==> config.mk <==
export PLATFORM = sky130hd
export DESIGN_NAME = uart_tx_arbiter
export DESIGN_NICKNAME = d
export VERILOG_FILES = /design/src/rtl/uart_pkg.sv /design/src/rtl/uart_rr_arbiter.sv /design/src/rtl/uart_tx_arbiter.sv
export SDC_FILE = /design/constraint.sdc
export NUM_CORES = 1
export LEC_CHECK = 0
export ABC_AREA = 1
export CORE_MARGIN = 3
export CORE_UTILIZATION = 35
export DETAILED_ROUTE_END_ITERATION = 10
export PLACE_DENSITY = 0.77
export SLEW_MARGIN = 20
export SYNTH_ARGS = -nofsm -noshare
export SYNTH_HDL_FRONTEND = slang
export SYNTH_HIERARCHICAL = 1
export SYNTH_SLANG_ARGS = --single-unit
==> constraint.sdc <==
create_clock -name clk -period 1.4 [get_ports clk]
set_input_delay 0.14 -clock clk [delete_from_list [all_inputs] [get_ports clk]]
set_output_delay 0.14 -clock clk [all_outputs]
set_load 0.05 [all_outputs]
### The metal 1 layer

Scale bar: 20 um. Cells faint in the background.
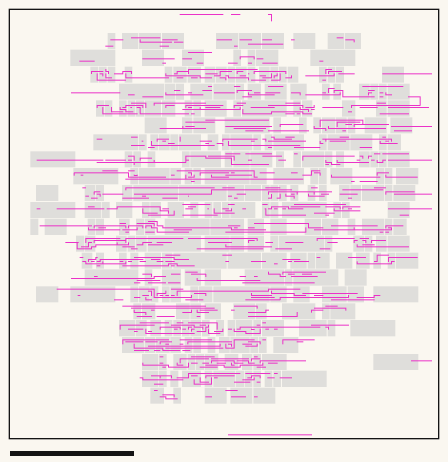
longest straight run: 28.5 um
nets with wire on the layer: 314
M1 GR Usage: 0.1971
via count: 1651
Total Wirelength: 4249 um

### The metal 2 layer

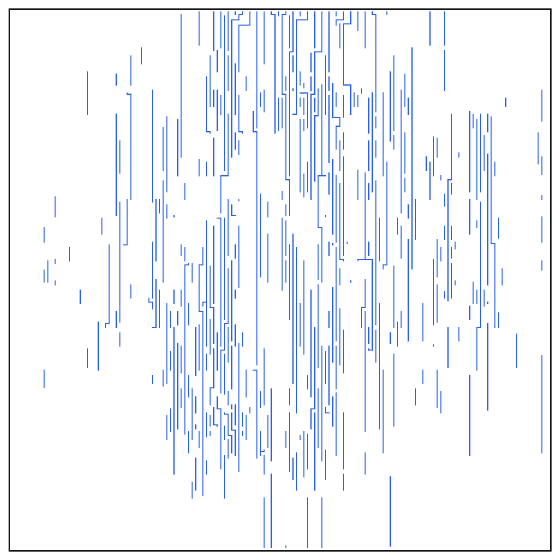
nets with wire on the layer: 275
share of all routed wire: 49%
met2 usage: 0.3167

### M3 wires

Scale bar: 20 um.
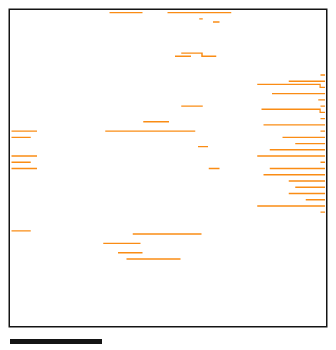
wire length on this layer: 305 um
share of all routed wire: 7.2%
main direction: horizontal
nets with wire on the layer: 41
met3 GRT Util: 0.03404

==> out/results.tsv <==
metric	value	unit
Ant. Diodes	0	
cycle use final	0.9890	
Crit path top cell by count	nor2_4	
pin count of the biggest net entering global routing	21	
Init Core Util	0.3700	
area grow syn2layout	66.22	%
Leakage	0.001067	uW
vias in the first global route	1433	
# rows	22	
Tot GR Track Use	0.1685	
PortBufs	59	
Worst EP arrival	1.24	ns
Crit. End Element	output pin	
Mapped Area	1385	um2
Hold Crit Class	register to register	
die area	4748	um2
floorplan net count	281	
CP required	1.26	ns
DRT iter0 DRCs	88	
Clock Path Buffers	2	
Yosys cell types	26	
Synth Register Bits	16	
I/O Pins	61	
yosys cell count	233	
Clk Latency, worst-skew pair	0.25	ns
Mean Syn Cell Area	5.945	um2
total CTS buffers	3	
max FFs per register	8	
Max Freq	0.7222	GHz
top cells, area	dfxtp_1 23%, nor2_1 15%, nand2_1 14%	
layout cells sized above 1	0.2987	
Reg2Reg Depth	11	
CTS tree	built	
nets	357	
Seq share, synth	0.2313	
sum of buffers and inverters on the critical path	2	
FF+latch area	332.8	um2
worst vdd ir	0.6019	mV
CTS Sinks	16	
Max Cap Viol	0	
Worst Path Class, Setup	register to output pin	
Die W	68.91	um
wire length per cell	11.94	um
DR pass1 iterations	4	
Root Buffer	clkbuf_8	
Final HPWL DP	3280	um
final worst slack	0.01543	ns
Crit path max-delay family	flip-flops	
Fillers	338	
die span in y	68.91	um
PwrDens	868.9	nW/um2
worst hold path depth	2	
clk slew on worst S/H paths	0.06	ns
final clock skew	0.004406	ns
Placed Instances	347	
Period minus WS final	1.385	ns
initial antenna violation count	0	
number of logged tool warnings	30	
CP max-delay cell	dfxtp_1	
grt total ovfl	0	
RSZ-0062 raised after global routing	yes	
Yosys top cell by area	dfxtp_1	
most instantiated logic cells after routing	51 x nor2_1, 50 x nand2_1, 43 x clkdlybuf4s50_1	
Hold Fails Final Rpt	0	
Worst path depth	4	
post-route cell area	2302	um2
# setup viols final	0	
dominant logic cell type in the layout	nor2_1	
Syn Inst Count	233	
vias per std cell	4.638	
Final Non-Filler Cells	356	
area reported by Yosys stat	1385	um2
status	finished clean	
DP Area	2142	um2
core outline area	3744	um2
worst reg2reg setup slack	0.06	ns
GP Congestion	0.9298	
H-tree depth reported by CTS	1	
Final Util	0.6150	
CTS Hold Buffers Added	0	
CP Max Fanout	6	
Top-area cell share	0.2313	
==> cell usage after synthesis <==
library cell	count
nor2_1	56
nand2_1	52
inv_1	24
dfxtp_1	16
o21ai_0	13
nand3_1	11
o21ai_1	11
nor2_2	10
a21oi_1	5
inv_2	5
nand2_2	5
ha_1	4
buf_12	3
nand3_2	3
buf_2	2
buf_4	2
buf_6	2
and2_4	1
clkbuf_1	1
clkbuf_4	1
conb_1	1
inv_4	1
nand3_4	1
nor3_1	1
o211ai_1	1
o21ai_2	1
==> kinds of logic after synthesis <==
| kind of cell | share of synthesized area |
|---|---|
| AND/OR/NAND/NOR | 0.4444 |
| buffers and inverters | 0.1689 |
| AND-OR/OR-AND | 0.1165 |
| flip-flops | 0.2313 |
| adder cells (fa/ha/maj) | 0.03614 |
| other | 0.002707 |
==> tightest hold or removal path, stage by stage, from the launching register on <==
cell	delay [ns]
dfxtp_1	0.34
nand2_1	0.07
a21oi_1	0.05
==> final cells by class <==
| type | instances | area share |
|---|---|---|
| clock buffer | 4 | 0.02391 |
| inverter | 30 | 0.05272 |
| multi-input combinational | 176 | 0.3886 |
| sequential | 16 | 0.1446 |
| tap | 48 | 0.02609 |
| timing repair buffer | 82 | 0.3641 |
==> power by group <==
group	switching [uW]	internal, uW
Combinational	583	456
Sequential	42.6	506
Clock	164	249
Total	789	1210
==> what timing repair did <==
item	CTS	global route
buffers inserted	3	2
setup endpoints to repair	7	12
pin swaps	1	1
resized	14	16
==> metal layers <==
metal / vias up / share of wire / global-route usage
li1: 864 / - / -
met1: 725 / 0.42 / 0.1971
met2: 56 / 0.49 / 0.3167
met3: 6 / 0.072 / 0.03404
met4: 0 / 0.017 / 0.02920
met5: - / 0 / 0
==> per-stage QoR <==
step                      total power [uW]  setup TNS (ns)
after floorplan                       1165               0
after global placement                1507         -0.4149
after detailed placement              1521         -0.5996
after CTS                             1978               0
after global routing                  2122         -0.2917
final                                 2000               0
Power and IR drop assume default switching activity.
